**Run 1: met1 routing**

Drawn at 4 px/µm. Supply wires on this layer in grey. Cells faint in the background.
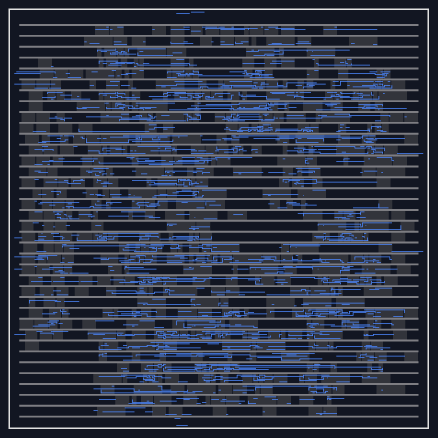
**Run 1: met2 routing**

Drawn at 4 px/µm.
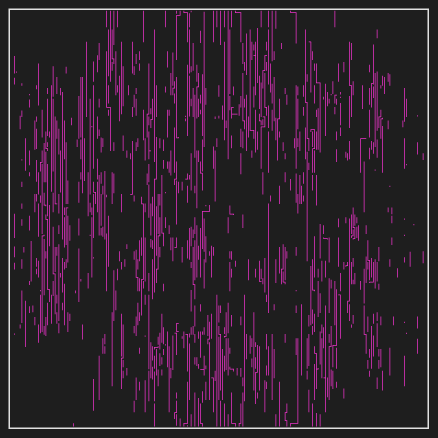
**Run 1: metal 3**

Drawn at 6 px/µm. Cells faint in the background.
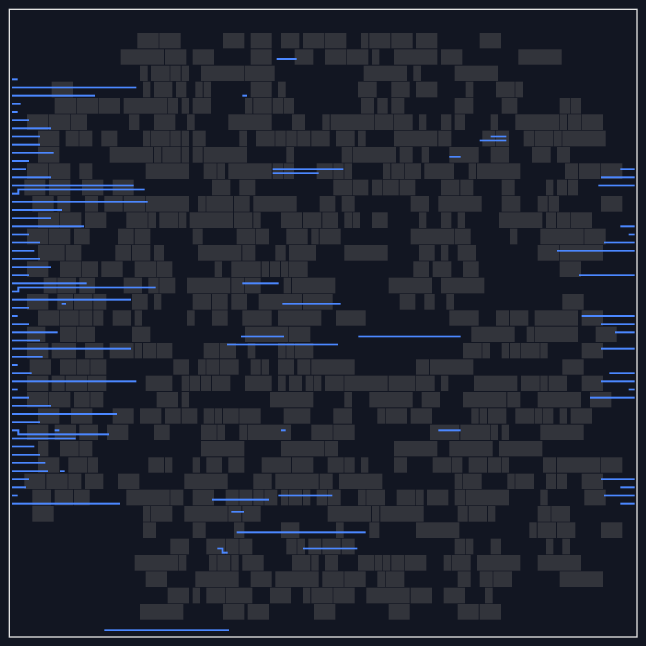
[src/rtl/pipeline_ctrl_pkg.sv]
// rtl/pipeline_ctrl_pkg.sv - shared constants and FSM encoding for the RV32 pipeline controller
package riscv_ctrl_pkg;

  localparam int XLEN = 32;

  localparam logic [6:0] OP_JAL    = 7'b1101111;
  localparam logic [6:0] OP_JALR   = 7'b1100111;
  localparam logic [6:0] OP_BRANCH = 7'b1100011;
  localparam logic [6:0] OP_SYSTEM = 7'b1110011;

  localparam logic [31:0] ECALL_INSTR = 32'h0000_0073;

  localparam logic [1:0] PC_SEL_PLUS4  = 2'b00;
  localparam logic [1:0] PC_SEL_JUMP   = 2'b01;
  localparam logic [1:0] PC_SEL_BRANCH = 2'b10;
  localparam logic [1:0] PC_SEL_HOLD   = 2'b11;

  typedef enum logic [1:0] {
    ST_RUN      = 2'd0,
    ST_MEM_WAIT = 2'd1,
    ST_HALT     = 2'd2,
    ST_ERROR    = 2'd3
  } ctrl_state_t;

endpackage

[src/rtl/pipeline_ctrl_if.sv]
// rtl/pipeline_ctrl_if.sv - datapath <-> controller signal bundle
interface pipeline_ctrl_if #(
  parameter int XLEN  = 32,
  parameter int CNT_W = 32
);
  logic [XLEN-1:0]  instr_x;
  logic             valid_x;
  logic             br_taken_x;
  logic [4:0]       rd_w;
  logic             regwrite_w;
  logic             dmem_req_w;
  logic             dmem_ready;
  logic             imem_ready;
  logic [1:0]       pc_sel;
  logic             stall_f;
  logic             stall_x;
  logic             stall_w;
  logic             flush_x;
  logic             fwd_a;
  logic             fwd_b;
  logic             halted;
  logic             mem_err;
  logic [CNT_W-1:0] cycle_cnt;
  logic [CNT_W-1:0] instret_cnt;

  modport master (
    input  instr_x, valid_x, br_taken_x, rd_w, regwrite_w, dmem_req_w, dmem_ready, imem_ready,
    output pc_sel, stall_f, stall_x, stall_w, flush_x, fwd_a, fwd_b, halted, mem_err,
           cycle_cnt, instret_cnt
  );

  modport slave (
    output instr_x, valid_x, br_taken_x, rd_w, regwrite_w, dmem_req_w, dmem_ready, imem_ready,
    input  pc_sel, stall_f, stall_x, stall_w, flush_x, fwd_a, fwd_b, halted, mem_err,
           cycle_cnt, instret_cnt
  );
endinterface

[src/rtl/pipeline_ctrl_perf_counters.sv]
// rtl/pipeline_ctrl_perf_counters.sv - free-running cycle and retired-instruction counters
module perf_counters #(
  parameter int CNT_W = 32
) (
  input  logic             clk,
  input  logic             reset,
  input  logic             cycle_en,
  input  logic             instret_en,
  output logic [CNT_W-1:0] cycle_cnt,
  output logic [CNT_W-1:0] instret_cnt
);

  // Both counters wrap naturally at 2^CNT_W.
  always_ff @(posedge clk) begin
    if (!reset) begin
      cycle_cnt   <= '0;
      instret_cnt <= '0;
    end else begin
      if (cycle_en)   cycle_cnt   <= cycle_cnt + 1'b1;
      if (instret_en) instret_cnt <= instret_cnt + 1'b1;
    end
  end

endmodule

[src/rtl/pipeline_ctrl.sv]
// rtl/pipeline_ctrl.sv - hazard/stall/redirect sequencer for the 3-stage RV32 core
module pipeline_ctrl
  import riscv_ctrl_pkg::*;
#(
  parameter int XLEN        = riscv_ctrl_pkg::XLEN,
  parameter int MEM_TIMEOUT = 16,
  parameter int CNT_W       = 32
) (
  input logic             clk,
  input logic             reset,
  pipeline_ctrl_if.master bus
);

  localparam int WAIT_W = $clog2(MEM_TIMEOUT + 1);

  ctrl_state_t       state;
  logic [WAIT_W-1:0] wait_cnt;
  logic [6:0]        opcode;
  logic              jump;
  logic              branch;
  logic              ecall;
  logic              memstall;
  logic              active;
  logic [1:0]        pc_sel_c;
  logic              stall_f_c;
  logic              stall_x_c;
  logic              stall_w_c;
  logic              flush_x_c;
  logic              cycle_en;
  logic              instret_en;
  logic [CNT_W-1:0]  cycle_q;
  logic [CNT_W-1:0]  instret_q;

  assign opcode = bus.instr_x[6:0];
  assign jump   = bus.valid_x & ((opcode == OP_JAL) | (opcode == OP_JALR));
  assign branch = bus.valid_x & (opcode == OP_BRANCH) & bus.br_taken_x;
  assign ecall  = bus.valid_x & (opcode == OP_SYSTEM) & (bus.instr_x == XLEN'(ECALL_INSTR));

  assign memstall = ((state == ST_RUN) & bus.dmem_req_w & !bus.dmem_ready) |
                    ((state == ST_MEM_WAIT) & !bus.dmem_ready);

  // The cycle in which a wait completes behaves like a normal RUN cycle for X.
  assign active = ((state == ST_RUN) | (state == ST_MEM_WAIT)) & !memstall;

  always_ff @(posedge clk) begin
    if (!reset) begin
      state    <= ST_RUN;
      wait_cnt <= '0;
    end else begin
      case (state)
        ST_RUN: begin
          if (memstall) begin
            state    <= ST_MEM_WAIT;
            wait_cnt <= WAIT_W'(1);
          end else if (ecall) begin
            state <= ST_HALT;
          end
        end
        ST_MEM_WAIT: begin
          if (bus.dmem_ready) begin
            state    <= ecall ? ST_HALT : ST_RUN;
            wait_cnt <= '0;
          end else if (wait_cnt == WAIT_W'(MEM_TIMEOUT - 1)) begin
            state <= ST_ERROR;
          end else begin
            wait_cnt <= wait_cnt + 1'b1;
          end
        end
        default: begin
          state <= state;
        end
      endcase
    end
  end

  always_comb begin
    pc_sel_c  = PC_SEL_PLUS4;
    stall_f_c = 1'b0;
    stall_x_c = 1'b0;
    stall_w_c = 1'b0;
    flush_x_c = 1'b0;
    if (!reset) begin
      pc_sel_c  = PC_SEL_HOLD;
      stall_f_c = 1'b1;
      flush_x_c = 1'b1;
    end else if ((state == ST_HALT) | (state == ST_ERROR)) begin
      pc_sel_c  = PC_SEL_HOLD;
      stall_f_c = 1'b1;
      stall_x_c = 1'b1;
      stall_w_c = 1'b1;
      flush_x_c = 1'b1;
    end else if (memstall) begin
      pc_sel_c  = PC_SEL_HOLD;
      stall_f_c = 1'b1;
      stall_x_c = 1'b1;
      stall_w_c = 1'b1;
    end else if (jump) begin
      pc_sel_c  = PC_SEL_JUMP;
      flush_x_c = 1'b1;
    end else if (branch) begin
      pc_sel_c  = PC_SEL_BRANCH;
      flush_x_c = 1'b1;
    end else if (!bus.imem_ready) begin
      // F waits for the fetch; X gets a bubble while W keeps draining.
      pc_sel_c  = PC_SEL_HOLD;
      stall_f_c = 1'b1;
      flush_x_c = 1'b1;
    end
  end

  assign bus.pc_sel  = pc_sel_c;
  assign bus.stall_f = stall_f_c;
  assign bus.stall_x = stall_x_c;
  assign bus.stall_w = stall_w_c;
  assign bus.flush_x = flush_x_c;

  assign bus.fwd_a = bus.regwrite_w & (bus.rd_w != 5'd0) & (bus.rd_w == bus.instr_x[19:15]);
  assign bus.fwd_b = bus.regwrite_w & (bus.rd_w != 5'd0) & (bus.rd_w == bus.instr_x[24:20]);

  assign bus.halted  = reset & (state == ST_HALT);
  assign bus.mem_err = reset & (state == ST_ERROR);

  assign cycle_en   = (state == ST_RUN) | (state == ST_MEM_WAIT);
  assign instret_en = active & bus.valid_x & !stall_x_c;

  perf_counters #(.CNT_W(CNT_W)) u_perf_counters (
    .clk         (clk),
    .reset       (reset),
    .cycle_en    (cycle_en),
    .instret_en  (instret_en),
    .cycle_cnt   (cycle_q),
    .instret_cnt (instret_q)
  );

  assign bus.cycle_cnt   = cycle_q;
  assign bus.instret_cnt = instret_q;

endmodule

[src/flat_wrapper.sv]
// flat-port wrapper written by rule: the top's interface ports become plain ports
module pipeline_ctrl_flat import riscv_ctrl_pkg::*;
#(
  parameter int XLEN        = riscv_ctrl_pkg::XLEN,
  parameter int MEM_TIMEOUT = 16,
  parameter int CNT_W       = 32
)
  (clk, reset, bus_instr_x, bus_valid_x, bus_br_taken_x, bus_rd_w, bus_regwrite_w, bus_dmem_req_w, bus_dmem_ready, bus_imem_ready, bus_pc_sel, bus_stall_f, bus_stall_x, bus_stall_w, bus_flush_x, bus_fwd_a, bus_fwd_b, bus_halted, bus_mem_err, bus_cycle_cnt, bus_instret_cnt);
  pipeline_ctrl_if #(.XLEN(XLEN), .CNT_W(CNT_W)) bus_i ();
  input logic clk;
  input logic reset;
  input wire logic [$bits(bus_i.instr_x)-1:0] bus_instr_x;
  input wire logic [$bits(bus_i.valid_x)-1:0] bus_valid_x;
  input wire logic [$bits(bus_i.br_taken_x)-1:0] bus_br_taken_x;
  input wire logic [$bits(bus_i.rd_w)-1:0] bus_rd_w;
  input wire logic [$bits(bus_i.regwrite_w)-1:0] bus_regwrite_w;
  input wire logic [$bits(bus_i.dmem_req_w)-1:0] bus_dmem_req_w;
  input wire logic [$bits(bus_i.dmem_ready)-1:0] bus_dmem_ready;
  input wire logic [$bits(bus_i.imem_ready)-1:0] bus_imem_ready;
  output wire logic [$bits(bus_i.pc_sel)-1:0] bus_pc_sel;
  output wire logic [$bits(bus_i.stall_f)-1:0] bus_stall_f;
  output wire logic [$bits(bus_i.stall_x)-1:0] bus_stall_x;
  output wire logic [$bits(bus_i.stall_w)-1:0] bus_stall_w;
  output wire logic [$bits(bus_i.flush_x)-1:0] bus_flush_x;
  output wire logic [$bits(bus_i.fwd_a)-1:0] bus_fwd_a;
  output wire logic [$bits(bus_i.fwd_b)-1:0] bus_fwd_b;
  output wire logic [$bits(bus_i.halted)-1:0] bus_halted;
  output wire logic [$bits(bus_i.mem_err)-1:0] bus_mem_err;
  output wire logic [$bits(bus_i.cycle_cnt)-1:0] bus_cycle_cnt;
  output wire logic [$bits(bus_i.instret_cnt)-1:0] bus_instret_cnt;
  assign bus_i.instr_x = bus_instr_x;
  assign bus_i.valid_x = bus_valid_x;
  assign bus_i.br_taken_x = bus_br_taken_x;
  assign bus_i.rd_w = bus_rd_w;
  assign bus_i.regwrite_w = bus_regwrite_w;
  assign bus_i.dmem_req_w = bus_dmem_req_w;
  assign bus_i.dmem_ready = bus_dmem_ready;
  assign bus_i.imem_ready = bus_imem_ready;
  assign bus_pc_sel = bus_i.pc_sel;
  assign bus_stall_f = bus_i.stall_f;
  assign bus_stall_x = bus_i.stall_x;
  assign bus_stall_w = bus_i.stall_w;
  assign bus_flush_x = bus_i.flush_x;
  assign bus_fwd_a = bus_i.fwd_a;
  assign bus_fwd_b = bus_i.fwd_b;
  assign bus_halted = bus_i.halted;
  assign bus_mem_err = bus_i.mem_err;
  assign bus_cycle_cnt = bus_i.cycle_cnt;
  assign bus_instret_cnt = bus_i.instret_cnt;
  pipeline_ctrl #(.XLEN(XLEN), .MEM_TIMEOUT(MEM_TIMEOUT), .CNT_W(CNT_W)) u_core (.clk(clk), .reset(reset), .bus(bus_i));
endmodule
[config.mk]
export PLATFORM = sky130hd
export DESIGN_NAME = pipeline_ctrl_flat
export DESIGN_NICKNAME = d
export VERILOG_FILES = /design/src/rtl/pipeline_ctrl_pkg.sv /design/src/rtl/pipeline_ctrl_if.sv /design/src/rtl/pipeline_ctrl_perf_counters.sv /design/src/rtl/pipeline_ctrl.sv /design/src/flat_wrapper.sv
export SDC_FILE = /design/constraint.sdc
export NUM_CORES = 1
export LEC_CHECK = 0
export CORE_MARGIN = 2
export CORE_UTILIZATION = 35
export CTS_CLUSTER_SIZE = 28
export DETAILED_ROUTE_END_ITERATION = 16
export SLEW_MARGIN = 25
export SYNTH_ARGS = -nofsm -noshare
export SYNTH_HDL_FRONTEND = slang
export SYNTH_SLANG_ARGS = --single-unit
export TNS_END_PERCENT = 100
[constraint.sdc]
create_clock -name clk -period 2.6 [get_ports clk]
set_clock_uncertainty 0.1 [all_clocks]
set_input_delay 0.52 -clock clk [delete_from_list [all_inputs] [get_ports clk]]
set_output_delay 0.52 -clock clk [all_outputs]
set_load 0.01 [all_outputs]
==> results.tsv, run 1 <==
stage	metric	value	unit
outcome	status	complete, no violations	
floorplan	Cell Rows	36	
sta	Worst Max-Slew Pin Slew	513	ps
power_and_ir_drop	logic gate share of total power	10.8	%
logic_synthesis	Simple Share, Synth	31.8	%
power_and_ir_drop	Flop pwr share	52.7	%
route	DRC errors left	0	
run	max-cap violations	0	
worst_setup_path	crit end category	output pin	
global_routing	vias in the first global route	3431	
logic_synthesis	yosys warns	0	
worst_setup_path	slowest CP cell	or4_4	
logic_synthesis	Synth cell types	44	
sta	Max Slew Vio Count	0	
place	Final HPWL DP	7330	µm
power_and_ir_drop	Static Leak	0.00192	µW
power_and_ir_drop	Clock group	768	µW
power_and_ir_drop	largest vdd supply drop	0.000270	V
global_routing	largest net degree at the start of global routing	43	
worst_setup_path	Crit path max-delay family	buffers and inverters	
sta	RSZ-0062 raised after global routing	no	
route	via count	3535	
sta	Fmax achieved	0.394	GHz
worst_setup_path	Reg2Reg Depth	5	
floorplan	Core Area	0.00977	mm²
sta	final setup vio count	0	
logic_synthesis	Yosys chip area	0.00353	mm²
cells_and_area	layout cells sized above 1	11.9	%
clock_tree	clock sinks	71	
sta	relative slew slack	65.6	%
route	initial drt markers	129	
worst_setup_path	Levels on crit path	6	
worst_setup_path	CP Class	input port to output pin	
route	Final ANT Viol Nets	0	
clock_tree	clock buffer depth	2	
route	DRT Pass-1 Iters	4	
global_routing	gr usage total	18.2	%
logic_synthesis	Post-Syn Nets	474	
worst_setup_path	CP Data Required Time	1980	ps
place	Placed Area	0.00510	mm²
clock_tree	CTS Buf Count	9	
floorplan	die width	104	µm
logic_synthesis	ys flops	71	
sta	min Tclk post-route	2540	ps
cells_and_area	Antenna Cells	0	
clock_tree	CTS HTree Levels	3	
worst_setup_path	FF-to-FF setup slack	270	ps
floorplan	die height	104	µm
Back to the opening pictures, 'met1 routing':
The layer carries 4210 µm of wire. The longest straight run is 33.6 µm. The wires run mostly horizontal. The layer holds 44% of the routed length.

Back to the opening pictures, 'met2 routing':
The layer carries 4470 µm of wire. The layer holds 47% of the routed length. The wires run mostly vertical. The longest straight run is 37.0 µm.

Back to the opening pictures, 'metal 3':
87 nets have wire on it. The wires run mostly horizontal.

run 1: area by class of cell:
| class | count | area, µm² |
|---|---|---|
| Clock inverter | 1 | 7.51 |
| Timing Repair Buffer | 158 | 1470 |
| Inverter | 12 | 45.0 |
| Clock buffer | 11 | 151 |
| Multi-Input combinational cell | 325 | 2020 |
| Tap cell | 133 | 166 |
| Sequential cell | 71 | 1420 |
| Fill cell | 929 | 4500 |
run 1: synthesized netlist by cell type, types with 2 or more instances:
cell type / n / area, µm²
inv_1: 11 / 41.3
buf_2: 2 / 10.0
and3_1: 6 / 37.5
xnor2_1: 38 / 333
ha_1: 4 / 50.1
nor2b_1: 2 / 12.5
and2_1: 4 / 25.0
o21ai_0: 9 / 45.0
and4_1: 6 / 52.6
clkbuf_1: 13 / 48.8
nor2_1: 67 / 251
nor4_1: 19 / 119
nor3_1: 15 / 75.1
nand4_1: 20 / 125
nand2_1: 33 / 124
and4b_1: 2 / 20.0
nand2b_1: 4 / 25.0
and3b_1: 3 / 26.3
nor4b_1: 2 / 17.5
xor2_1: 25 / 219
or3_1: 7 / 43.8
a211oi_1: 2 / 15.0
nand3_1: 22 / 110
a21oi_1: 11 / 55.1
mux2i_1: 6 / 60.1
or4_1: 3 / 22.5
dfxtp_1: 71 / 1420
o21a_1: 2 / 15.0
run 1: sequential cells by signal, indices dropped and copies added, names as in the netlist:
| name | count |
|---|---|
| u_core.u_perf_counters.instret_cnt | 32 |
| u_core.wait_cnt | 5 |
| u_core.u_perf_counters.cycle_cnt | 32 |
| u_core.state | 2 |
run 1: placed cells by master, fill, tap and decap left out, types with 7 or more instances in the layout:
master	count
clkdlybuf4s50_1	105
dfxtp_1	71
nor2_1	66
buf_4	41
xnor2_1	38
nand2_1	32
xor2_1	25
nand3_1	21
nand4_1	20
nor4_1	19
nor3_1	14
inv_1	11
clkbuf_8	11
a21oi_1	10
or3_1	7
o21ai_0	7
run 1: path summary, 6_finish.rpt:
path                                                                            end                                                from
worst max register to register  u_core.u_perf_counters.instret_cnt[29]$_SDFFE_PN0P_  u_core.u_perf_counters.instret_cnt[4]$_SDFFE_PN0P_
worst min-delay path              u_core.u_perf_counters.cycle_cnt[31]$_SDFFE_PN0N_   u_core.u_perf_counters.cycle_cnt[31]$_SDFFE_PN0N_
worst max-delay path                                                      bus_fwd_a                                         bus_rd_w[0]
worst min register to register    u_core.u_perf_counters.cycle_cnt[31]$_SDFFE_PN0N_   u_core.u_perf_counters.cycle_cnt[31]$_SDFFE_PN0N_
run 1: per-layer routing:
metal	global-route usage (%)	routed length, µm	up-vias
li1	-	-	1786
met4	8.30	235	0
met5	0	0	-
met1	22.5	4210	1624
met3	4.51	667	16
met2	29.6	4470	109
run 1: timing repair:
item / CTS / global route
setup buffers: 0 / 1
endpoints found under the setup margin: 8 / 7
gates resized: 27 / 10
pin swaps: 3 / 2
endpoints found under the hold margin: 0 / 0
run 1: through the flow:
stage               std cells  setup TNS [ps]  setup WS [ps]  total power, µW  util, %
floorplan                 425               0            274             1210        -
CTS                       710               0           4.57             2130     53.8
finish                    711               0           61.3             2100     54.0
global route              711               0           1.25             2190     54.0
detailed placement        698           -3030           -433             1360     52.2
global placement          698           -2840           -412             1360     52.2
--- run 2 (diff from run 1) ---
Settings changed: SKIP_CTS_REPAIR_TIMING set to 1, SLEW_MARGIN 25 to 20.
==> run 2 against run 1 <==
  * Hold slack hardly changed
  * Non-clock buffer count fell by 1
  * Combinational power up 2%
  * Largest power group unchanged
  * Critical endpoint is now bus_pc_sel[0]
  * Synthesized cell count stayed put
  * Power up 0.17%
  * Wire length is 0.98% higher
  * Clock-buffer cell count is the same
  * Highest routed layer unchanged
  * Flip-flop count is the same
  * Maximum frequency is 0.56% higher
  * Worst setup slack gained 14 ps
  * Critical path depth increased by 1
  * Register-to-register slack about the same
==> results.tsv, run 2 <==
stage	metric	value	unit
floorplan	Core Area	0.00977	mm²
sta	relative slew slack	65.6	%
logic_synthesis	Synth cell types	44	
route	DRC errors left	0	
logic_synthesis	Top cells by area	dfxtp_1, xnor2_1, nor2_1	
logic_synthesis	Yosys chip area	0.00353	mm²
worst_setup_path	crit end category	output pin	
worst_setup_path	Crit path max-delay family	buffers and inverters	
clock_tree	clock buffer depth	2	
logic_synthesis	leading area contributor after synthesis	dfxtp_1	
cells_and_area	Commonest Layout Cell	clkdlybuf4s50_1	
sta	Fmax achieved	0.396	GHz
logic_synthesis	Post-Syn Nets	474	
outcome	status	complete, no violations	
logic_synthesis	yosys warns	0	
route	initial drt markers	165	
floorplan	die height	104	µm
sta	Setup TNS	0	ps
cells_and_area	Top Registers	u_core.u_perf_counters.cycle_cnt x32, u_core.u_perf_counters.instret_cnt x32, u_core.wait_cnt x5	
power_and_ir_drop	logic gate share of total power	10.9	%
sta	final setup vio count	0	
floorplan	Cell Rows	36	
clock_tree	CTS Buf Count	9	
place	Final HPWL DP	7330	µm
logic_synthesis	ys flops	71	
worst_setup_path	CP Data Required Time	1980	ps
sta	Max Slew Vio Count	0	
worst_setup_path	CP Class	input port to output pin	
power_and_ir_drop	Static Leak	0.00201	µW
route	via count	3538	
cells_and_area	Top Layout Cells	clkdlybuf4s50_1, dfxtp_1, nor2_1	
global_routing	vias in the first global route	3426	
run	max-cap violations	0	
logic_synthesis	Synth top cell by count	dfxtp_1	
worst_setup_path	slowest CP cell	clkdlybuf4s50_1	
logic_synthesis	top cells by count, synth	dfxtp_1, nor2_1, xnor2_1	
clock_tree	clock sinks	71	
power_and_ir_drop	Flop pwr share	52.6	%
global_routing	largest net degree at the start of global routing	43	
place	Placed Area	0.00510	mm²
sta	min Tclk post-route	2520	ps
route	Final ANT Viol Nets	0	
sta	Worst Max-Slew Pin Slew	513	ps
[run 2: cell counts after synthesis]
Identical to the previous run, type by type.
[run 2: cells by family after synthesis]
group / count (synthesis) / synth area share, %
compound gates: 33 / 5.89
xor+xnor: 63 / 15.6
fa+ha+maj: 4 / 1.42
buf+inv: 29 / 3.26
flops: 71 / 40.3
mux: 6 / 1.70
simple gates: 219 / 31.8
[run 2: path summary, 6_finish.rpt]
kind | startpoint | to | slack (ps) | depth (start not counted)
max | bus_valid_x | bus_pc_sel[0] | 80 | 7
min | u_core.u_perf_counters.cycle_cnt[31]$_SDFFE_PN0N_ | u_core.u_perf_counters.cycle_cnt[31]$_SDFFE_PN0N_ | 380 | 2
max reg2reg | u_core.u_perf_counters.instret_cnt[4]$_SDFFE_PN0P_ | u_core.u_perf_counters.instret_cnt[29]$_SDFFE_PN0P_ | 270 | 5
min reg2reg | u_core.u_perf_counters.cycle_cnt[31]$_SDFFE_PN0N_ | u_core.u_perf_counters.cycle_cnt[31]$_SDFFE_PN0N_ | 380 | 2
[run 2: metal layers]
metal / global-route usage (%) / share of wire [%]
met2: 29.6 / 47
met3: 4.51 / 6.6
met1: 22.4 / 44
met5: 0 / 0
met4: 8.30 / 2.2
[run 2: cell type report]
class / count / area, µm² / share of cell area [%]
inverter: 12 / 45.0 / 0.846
timing repair buffer: 157 / 1500 / 28.2
multi-input combinational: 325 / 2030 / 38.1
tap: 133 / 166 / 3.13
clock inverter: 1 / 7.51 / 0.141
sequential: 71 / 1420 / 26.7
clock buffer: 11 / 151 / 2.85
[run 2: power by group through the flow]
stage                     logic, µW  registers (µW)  clock network (µW)
after floorplan                77.1            1130                   0
after global placement          227            1130                   0
after detailed placement        229            1130                   0
after CTS                       230            1110                 797
after global routing            252            1110                 827
final                           230            1110                 767
[run 2: worst register-to-register path: stages, from the launching register on]
cell,delay (ps)
dfxtp_1,410
nand4_2,150
or3_1,420
or4_1,650
or3_1,390
a21oi_1,150
[run 2: metrics by stage]
stage	worst slack, ps	instances	total power [µW]
floorplan	274	425	1210
finish	75.6	710	2110
CTS	-432	710	2140
global route	-20.2	710	2190
detailed placement	-433	698	1360
global placement	-412	698	1360
**Run 2: met2 routing**

Drawn at 4 px/µm.
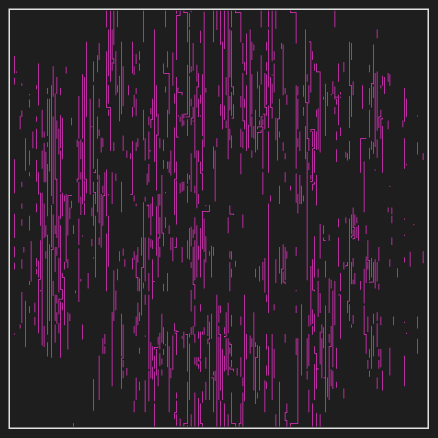
531 nets have wire on it. The layer carries 4540 µm of wire.

**Run 2: routing congestion**

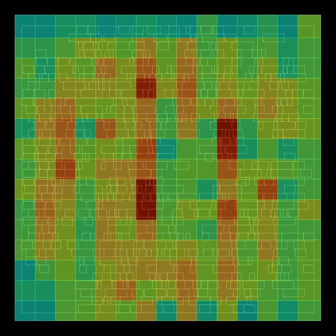
met3 Track Usage GR: 4.51%
GRT met2 Usage: 29.6%
Finished Core Util: 54.4%
gr usage total: 18.1%

--- run 3 (diff from run 2) ---
Clock period 2.6 ns to 3.06 ns, I/O delays scaled along.
==> run 3 against run 2 <==
  * The run now ends with negative setup slack left
  * Largest cell class unchanged
  * Highest routed layer unchanged
  * Via count fell by 1.6%
  * Core utilization shrank 1.6 points
  * Critical path depth down 1
==> results.tsv, run 3 <==
stage	metric	value	unit
outcome	status	finished, violations left	
outcome	failing checks	negative setup slack	
sta	final setup margin	-88.5	ps
logic_synthesis	yosys warns	0	
route	DRC errors left	0	
floorplan	Core Area	0.00977	mm²
sta	Max Slew Vio Count	0	
worst_setup_path	r2r startpoint	u_core.u_perf_counters.instret_cnt[2]$_SDFFE_PN0P_	
clock_tree	clock sinks	71	
cells_and_area	layout cells sized above 1	7.98	%
cells_and_area	# fillers	956	
logic_synthesis	Post-Syn Nets	474	
floorplan	Cell Rows	36	
logic_synthesis	Top cells by area	dfxtp_1, xnor2_1, nor2_1	
logic_synthesis	top cells by count, synth	dfxtp_1, nor2_1, xnor2_1	
power_and_ir_drop	largest vdd supply drop	0.000184	V
clock_tree	CTS Buf Count	9	
route	DRT Pass-1 Iters	4	
worst_setup_path	FF-to-FF setup slack	540	ps
floorplan	die height	104	µm
worst_setup_path	worst setup path endpoint	bus_fwd_a	
cells_and_area	Antenna Cells	0	
logic_synthesis	Yosys chip area	0.00353	mm²
logic_synthesis	Synth top cell by count	dfxtp_1	
sta	min Tclk post-route	3150	ps
worst_setup_path	FF-to-FF End	u_core.u_perf_counters.instret_cnt[29]$_SDFFE_PN0P_	
worst_setup_path	crit end category	output pin	
sta	relative slew slack	63.9	%
cells_and_area	Top Registers	u_core.u_perf_counters.cycle_cnt x32, u_core.u_perf_counters.instret_cnt x32, u_core.wait_cnt x5	
cells_and_area	area of the multi-input gates	0.00200	mm²
clock_tree	CTS HTree Levels	3	
sta	RSZ-0062 raised after global routing	yes	
place	Final HPWL DP	7370	µm
sta	Fmax achieved	0.318	GHz
worst_setup_path	CP Class	input port to output pin	
sta	final setup vio count	1	
worst_setup_path	CP Data Required Time	2350	ps
power_and_ir_drop	Static Leak	0.00181	µW
cells_and_area	Commonest Layout Cell	clkdlybuf4s50_1	
run 3: cell counts after synthesis:
Identical to the previous run, type by type.
run 3: area by class of cell:
| cell class | instances | share of cell area [%] |
|---|---|---|
| Sequential cell | 71 | 27.5 |
| Clock inverter | 7 | 0.944 |
| Multi-Input combinational cell | 325 | 38.8 |
| Clock buffer | 9 | 2.40 |
| Inverter | 12 | 0.872 |
| Timing Repair Buffer | 140 | 26.3 |
| Tap cell | 133 | 3.22 |
run 3: worst min path at each step:
stage	startpoint	end	slack, ps	depth (start not counted)
after floorplan	u_core.wait_cnt[4]$_SDFFE_PN0P_	u_core.wait_cnt[4]$_SDFFE_PN0P_	350	2
after global placement	u_core.u_perf_counters.cycle_cnt[31]$_SDFFE_PN0N_	u_core.u_perf_counters.cycle_cnt[31]$_SDFFE_PN0N_	370	2
after detailed placement	u_core.u_perf_counters.cycle_cnt[31]$_SDFFE_PN0N_	u_core.u_perf_counters.cycle_cnt[31]$_SDFFE_PN0N_	380	2
after CTS	u_core.u_perf_counters.cycle_cnt[31]$_SDFFE_PN0N_	u_core.u_perf_counters.cycle_cnt[31]$_SDFFE_PN0N_	390	2
after global routing	u_core.wait_cnt[4]$_SDFFE_PN0P_	u_core.wait_cnt[4]$_SDFFE_PN0P_	430	2
final	u_core.u_perf_counters.cycle_cnt[31]$_SDFFE_PN0N_	u_core.u_perf_counters.cycle_cnt[31]$_SDFFE_PN0N_	390	2
run 3: through the flow:
stage	worst slack, ps	std cells	hold WS [ps]	total power (µW)
2_1_floorplan	725	425	354	1030
3_3_place_gp	-198	681	366	1150
3_5_place_dp	-244	681	383	1150
4_1_cts	-254	697	394	1810
5_1_grt	-117	697	433	1880
6_report	-88.5	697	388	1790
run 3: kinds of logic after synthesis:
| logic type | after synthesis | share of synthesized area (%) |
|---|---|---|
| adder cells (fa/ha/maj) | 4 | 1.42 |
| buffers and inverters | 29 | 3.26 |
| AND/OR/NAND/NOR | 219 | 31.8 |
| AND-OR/OR-AND | 33 | 5.89 |
| flip-flops | 71 | 40.3 |
| XOR/XNOR | 63 | 15.6 |
| multiplexers | 6 | 1.70 |
run 3: critical path, stage by stage:
cell and delay [ps]:
clkdlybuf4s50_1 430, or4_1 540, o21ai_2 170, nor4_2 70
buf_4 130, clkdlybuf4s50_1 470
run 3: power by group:
group	switching, µW	total (µW)	internal, µW
clock network	372	666	294
logic	78.5	187	108
registers	9.67	941	932
run 3: per-layer routing:
metal  vias to the layer above  share of wire (%)  track usage [%]
li1                       1750                  -                -
met1                      1612                 45             23.0
met2                       107                 47             29.5
met3                        12                6.3             3.76
met4                         0                1.6             6.66
met5                         -                  0                0
**Run 3: metal 3**

Drawn at 6 px/µm. Cells faint in the background.
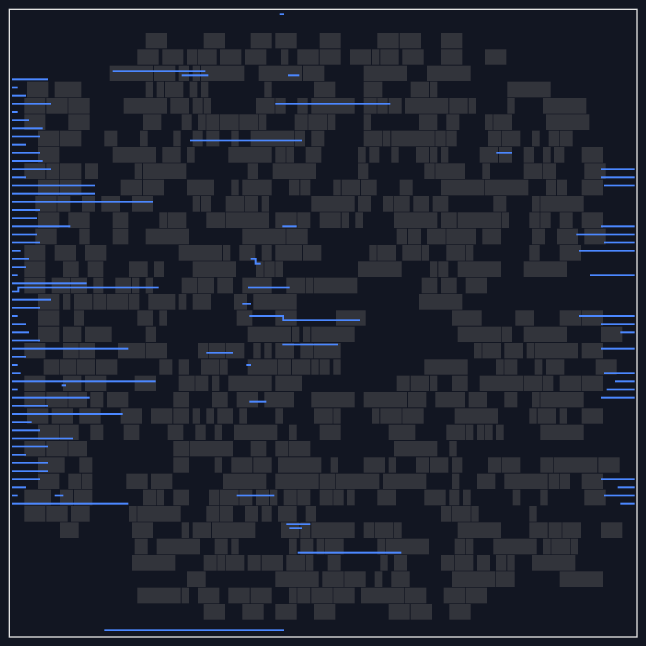
88 nets have wire on it. The longest straight run is 29.7 µm. The wires run mostly horizontal.
met3 Track Usage GR: 3.76%
final wirelength: 9650 µm
via count: 3481

**Run 3: met2 routing**

Drawn at 4 px/µm.
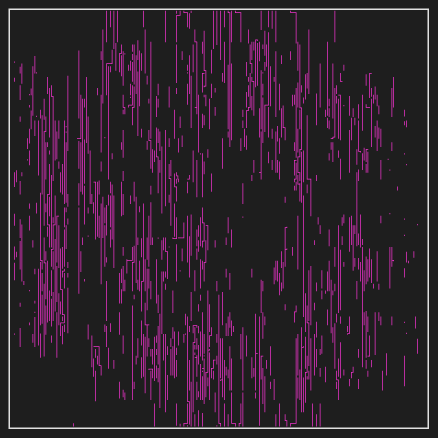
The longest straight run is 33.5 µm. The layer holds 47% of the routed length.
GRT met2 Usage: 29.5%

Power is estimated from default activity; no workload was simulated.
